[config.mk]
export PLATFORM = sky130hd
export DESIGN_NAME = trap_ctrl
export DESIGN_NICKNAME = d
export VERILOG_FILES = /design/src/rtl/trap_ctrl.sv
export SDC_FILE = /design/constraint.sdc
export NUM_CORES = 1
export LEC_CHECK = 0
export CORE_ASPECT_RATIO = 0.75
export CORE_MARGIN = 10
export CORE_UTILIZATION = 30
export DETAILED_ROUTE_END_ITERATION = 10
export GPL_TIMING_DRIVEN = 0
export PLACE_DENSITY = 0.62
export SETUP_SLACK_MARGIN = 0.5
export SLEW_MARGIN = 20
export SYNTH_ARGS = -nofsm -noshare
export SYNTH_HDL_FRONTEND = slang
export SYNTH_SLANG_ARGS = --single-unit
[constraint.sdc]
create_clock -name clk -period 3.35 [get_ports clk]
set_clock_uncertainty 0.2 [all_clocks]
set_input_delay 0.67 -clock clk [delete_from_list [all_inputs] [get_ports clk]]
set_output_delay 0.67 -clock clk [all_outputs]
set_load 0.01 [all_outputs]
[src/rtl/trap_ctrl.sv]
// -----------------------------------------------------------------------------
// trap_ctrl
//   Machine-mode trap / CSR controller that sits in the Execute stage, directly
//   after the ID/EX register. It holds mstatus (MIE/MPIE), mie (MTIE/MEIE),
//   mtvec, mepc and mcause. It takes external/timer interrupts at the
//   instruction in E and executes mret. On either event it flushes IF/ID and
//   ID/EX and redirects Fetch in the same cycle. After each redirect the
//   controller blocks new traps, mret and CSR writes for DRAIN_CYCLES cycles
//   while the pipeline refills.
//
// Ports
//   clk        in   1  rising-edge clock
//   rst        in   1  synchronous active-high reset
//   ValidE     in   1  E holds a real instruction (0 = bubble)
//   PCE        in  32  PC of the instruction in E
//   returnE    in   1  instruction in E is mret
//   CsrEnE     in   1  instruction in E is a CSR op
//   funct3E    in   3  001 CSRRW, 010 CSRRS, 011 CSRRC, others no-op
//   CsrAddrE   in  12  CSR address
//   CsrWdataE  in  32  rs1 operand (already forwarded)
//   ext_irq    in   1  level external interrupt
//   timer_irq  in   1  level timer interrupt
//   CsrRdataE  out 32  old value of the addressed CSR (combinational)
//   Int_flush  out  1  flush IF/ID and ID/EX (combinational)
//   PCRedirect out  1  Fetch selects RedirectPC (combinational)
//   RedirectPC out 32  trap target or mepc (combinational)
// -----------------------------------------------------------------------------
module trap_ctrl #(
  parameter logic [31:0] RESET_MTVEC  = 32'h0000_0100,
  parameter int          DRAIN_CYCLES = 2
) (
  input  logic        clk,
  input  logic        rst,
  input  logic        ValidE,
  input  logic [31:0] PCE,
  input  logic        returnE,
  input  logic        CsrEnE,
  input  logic [2:0]  funct3E,
  input  logic [11:0] CsrAddrE,
  input  logic [31:0] CsrWdataE,
  input  logic        ext_irq,
  input  logic        timer_irq,
  output logic [31:0] CsrRdataE,
  output logic        Int_flush,
  output logic        PCRedirect,
  output logic [31:0] RedirectPC
);

  localparam logic [0:0] ST_IDLE  = 1'b0;
  localparam logic [0:0] ST_DRAIN = 1'b1;

  localparam int               CNT_W      = (DRAIN_CYCLES > 1) ? $clog2(DRAIN_CYCLES) : 1;
  localparam logic [CNT_W-1:0] DRAIN_LOAD = CNT_W'(DRAIN_CYCLES - 1);

  localparam logic [11:0] A_MSTATUS = 12'h300;
  localparam logic [11:0] A_MIE     = 12'h304;
  localparam logic [11:0] A_MTVEC   = 12'h305;
  localparam logic [11:0] A_MEPC    = 12'h341;
  localparam logic [11:0] A_MCAUSE  = 12'h342;
  localparam logic [11:0] A_MIP     = 12'h344;

  logic [0:0]       r_state;
  logic [CNT_W-1:0] r_drain_cnt;
  logic             r_mstatus_mie;
  logic             r_mstatus_mpie;
  logic             r_mie_mtie;
  logic             r_mie_meie;
  logic [31:0]      r_mtvec;
  logic [31:0]      r_mepc;
  logic [31:0]      r_mcause;

  logic             w_idle;
  logic             w_ext_take;
  logic             w_tmr_take;
  logic             w_take_irq;
  logic             w_mret;
  logic             w_csr_op;
  logic             w_csr_we;
  logic [4:0]       w_cause;
  logic [31:0]      w_tvec_base;
  logic [31:0]      w_trap_pc;
  logic [31:0]      w_rdata;
  logic [31:0]      w_new;

  assign w_idle     = (r_state == ST_IDLE);
  assign w_ext_take = ext_irq & r_mie_meie;
  assign w_tmr_take = timer_irq & r_mie_mtie;
  assign w_take_irq = w_idle & ValidE & r_mstatus_mie & (w_ext_take | w_tmr_take);
  // External wins over timer when both are enabled and pending.
  assign w_cause    = w_ext_take ? 5'd11 : 5'd7;
  assign w_mret     = w_idle & ValidE & returnE & ~w_take_irq;
  assign w_csr_op   = (funct3E == 3'b001) | (funct3E == 3'b010) | (funct3E == 3'b011);
  // A trap or mret in the same cycle squashes the CSR write.
  assign w_csr_we   = w_idle & ValidE & CsrEnE & w_csr_op & ~w_take_irq & ~w_mret;

  assign w_tvec_base = {r_mtvec[31:2], 2'b00};
  assign w_trap_pc   = (r_mtvec[1:0] == 2'b01) ? (w_tvec_base + {25'd0, w_cause, 2'b00})
                                               : w_tvec_base;

  // Read mux; mip reflects the interrupt lines as seen this cycle.
  always_comb begin
    w_rdata = 32'h0;
    case (CsrAddrE)
      A_MSTATUS: w_rdata = {24'h0, r_mstatus_mpie, 3'b000, r_mstatus_mie, 3'b000};
      A_MIE:     w_rdata = {20'h0, r_mie_meie, 3'b000, r_mie_mtie, 7'h0};
      A_MTVEC:   w_rdata = r_mtvec;
      A_MEPC:    w_rdata = r_mepc;
      A_MCAUSE:  w_rdata = r_mcause;
      A_MIP:     w_rdata = {20'h0, ext_irq, 3'b000, timer_irq, 7'h0};
      default:   w_rdata = 32'h0;
    endcase
  end

  always_comb begin
    w_new = w_rdata;
    case (funct3E[1:0])
      2'b01:   w_new = CsrWdataE;
      2'b10:   w_new = w_rdata | CsrWdataE;
      2'b11:   w_new = w_rdata & ~CsrWdataE;
      default: w_new = w_rdata;
    endcase
  end

  assign CsrRdataE  = w_rdata;
  assign Int_flush  = ~rst & (w_take_irq | w_mret);
  assign PCRedirect = ~rst & (w_take_irq | w_mret);
  assign RedirectPC = rst        ? 32'h0 :
                      w_take_irq ? w_trap_pc :
                      w_mret     ? r_mepc : 32'h0;

  always_ff @(posedge clk) begin
    if (rst) begin
      r_state        <= ST_IDLE;
      r_drain_cnt    <= '0;
      r_mstatus_mie  <= 1'b0;
      r_mstatus_mpie <= 1'b0;
      r_mie_mtie     <= 1'b0;
      r_mie_meie     <= 1'b0;
      r_mtvec        <= RESET_MTVEC;
      r_mepc         <= 32'h0;
      r_mcause       <= 32'h0;
    end else begin
      case (r_state)
        ST_IDLE: begin
          if (w_take_irq) begin
            // The interrupted instruction is squashed and re-executed after mret.
            r_mepc         <= PCE;
            r_mcause       <= {1'b1, 26'd0, w_cause};
            r_mstatus_mpie <= r_mstatus_mie;
            r_mstatus_mie  <= 1'b0;
            r_state        <= ST_DRAIN;
            r_drain_cnt    <= DRAIN_LOAD;
          end else if (w_mret) begin
            r_mstatus_mie  <= r_mstatus_mpie;
            r_mstatus_mpie <= 1'b1;
            r_state        <= ST_DRAIN;
            r_drain_cnt    <= DRAIN_LOAD;
          end else if (w_csr_we) begin
            case (CsrAddrE)
              A_MSTATUS: begin
                r_mstatus_mie  <= w_new[3];
                r_mstatus_mpie <= w_new[7];
              end
              A_MIE: begin
                r_mie_mtie <= w_new[7];
                r_mie_meie <= w_new[11];
              end
              A_MTVEC:  r_mtvec  <= w_new;
              A_MEPC:   r_mepc   <= {w_new[31:2], 2'b00};
              A_MCAUSE: r_mcause <= w_new;
              default: ;
            endcase
          end
        end
        default: begin
          // Counter loaded with DRAIN_CYCLES-1, so exactly DRAIN_CYCLES cycles are blocked.
          if (r_drain_cnt == '0) begin
            r_state <= ST_IDLE;
          end else begin
            r_drain_cnt <= r_drain_cnt - CNT_W'(1);
          end
        end
      endcase
    end
  end

endmodule

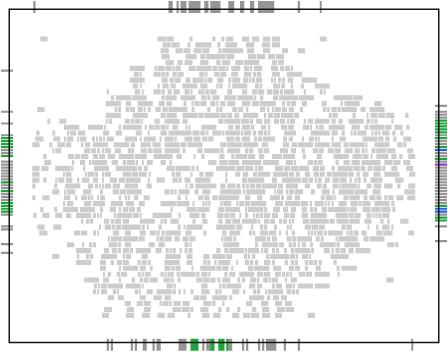
*Pin placement*
Pins as bars across the die edge, other pins in gray.
| port | color | pins | direction | edge |
|---|---|---|---|---|
| RedirectPC | green | 32 | output | 11 right, 11 left, 10 bottom |
| funct3E | blue | 3 | input | right |
| returnE | purple | 1 | input | right |
all pins by edge: 41 right, 40 bottom, 37 top, 34 left

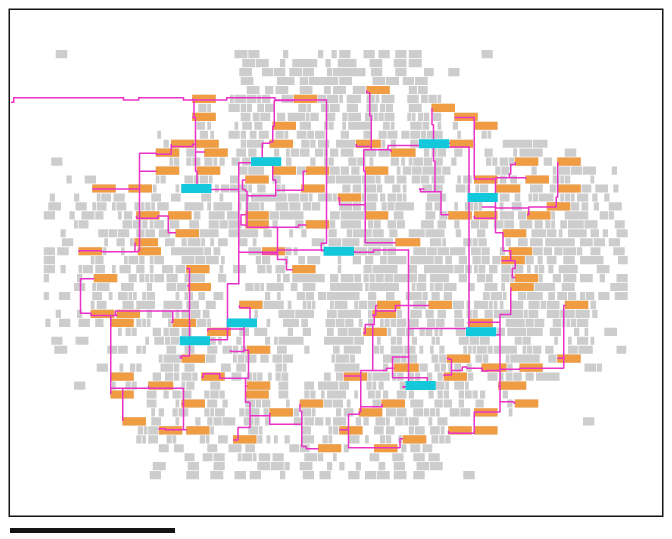
*Clock wires, drivers and flops*
The bar under the picture is 50 um long.
[flip-flops] orange | count: 102
[clock-net drivers] cyan | count: 9
[clock wires] magenta | length: 1580 um
routed clock nets: 10

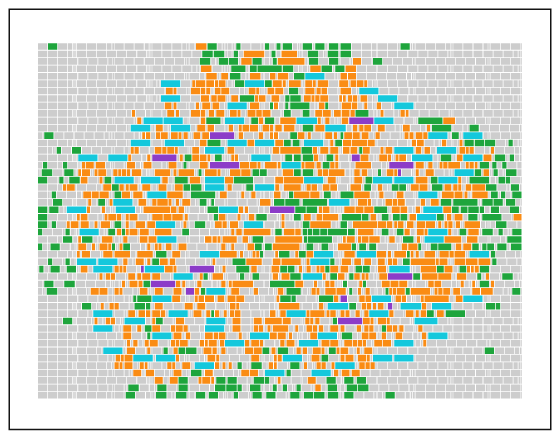
*Cell classes on the final placement*
Fill, decap, tap and diode cells in gray.
| class | color | cells | share of their area |
|---|---|---|---|
| clock drivers and dummy loads | purple | 16 | 2.7% |
| remaining logic cells | orange | 784 | 51% |
| registers | cyan | 102 | 19% |
| remaining buffers and delay cells | green | 331 | 27% |

==> run summary <==
Implementation numbers.

- The run finished, with violations left.
- The final reports fail on negative setup slack.
- The global route stage reports its total congestion overflow as 0.
- Leaving out the clock tree, the finished layout contains a buffer count of 331.
- Counting every net in the synthesized netlist gives ~1.1k.
- The number of synthesized flops with an enable pin is 0.
- In the hold report, the worst path ends at r_mcause[30].
- Sequential cells placed in the final layout were counted as just over 100.
- The CTS buffer count is 9.
- The areal power density over the cells is 245 mW/mm^2.
- In this run the top signal layer used is met4.
- The clock power share is between 30% and 40%.
- In the Yosys report the total cell count is roughly 970.
- For this block, wires on met1 add up to approximately 17000 um.
- The worst setup path is captured at an output pin.
- The final total negative setup slack is -332 ps.
- The violation tally from detailed-route iteration zero is 1425.
- The clock tree from TritonCTS is done.
- For reference, the most critical setup path is categorized as input port to output pin.
- The final report lists the setup-violating endpoint count as 7.
- Dividing the detail-routed via count by the number of cells gives 6.07.
- The worst setup slack for register-to-register paths is 710 ps.
- By count the netlist is led by nand2_1 (141), o21ai_0 (111), dfxtp_1 (102).
- The logic depth of the worst path, buffers included is 11.
- The critical hold path startpoint is r_mcause[30].
- The die is 198 um wide.
- The final setup slack of the worst path is -94.2 ps.
- The area of all placed cells without fillers is between 0.01 and 0.015 sq mm.
- The number of cells on the worst reg-to-reg path is 9.
- Power attributed to sequential cells is 1220 uW.
- The dominant synthesized flop cell is dfxtp_1.
- The number of antenna violations at the first check in global routing is 0.
- Switching power as a fraction of the total was reported as 28.4%.
- The skew report gives the latency at the later pin of the worst-skew pair as 370 ps.
- The final timing report lists a hold violation count of 0.
- The CTS log lists the clock sinks for this run as 102.
- In the final layout, excluding clock inverters the inverter count is 11.
- The number of standard cells after synthesis is 966.
- The core utilization of the finished layout is 49.2%.
- The sequential share of power is 43.6%.
- The top achievable clock speed is 290 MHz.
- The transition time at the pin with the least slew margin is 852 ps.
- In this run, power in combinational logic comes to 460 uW.
- The global routing stage identified its most utilized layer as met2.
- The number of buffer cells added on primary ports is 150.
- Of the total synthesized cell area, the portion taken by AND, OR, NAND and NOR gates is 27.6%.
- The data required time at the worst endpoint is approximately 2500 ps.
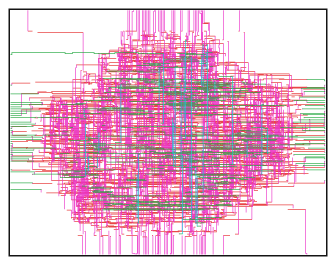
*Wiring by layer*
| layer | color | wire length |
|---|---|---|
| M1 | red | 16900 um |
| M2 | magenta | 16400 um |
| M3 | green | 4950 um |
| M4 | cyan | 1020 um |

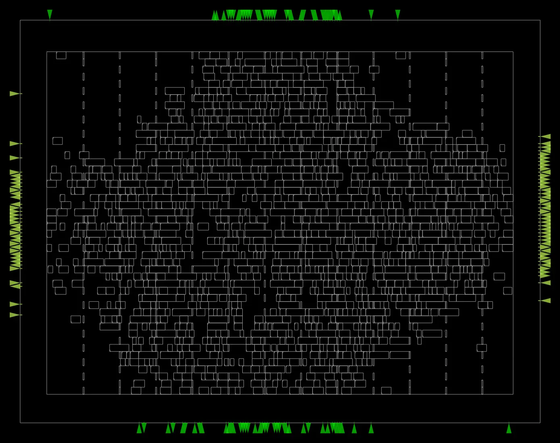
*Cell placement*
non-filler instance count after layout: 1533
core footprint: 0.0232 sq mm
Seq area share: 18.0%
final-layout fill cell count: 2241
Well Taps: 300

Power figures rest on the tool's default switching activity, not on a simulated workload.
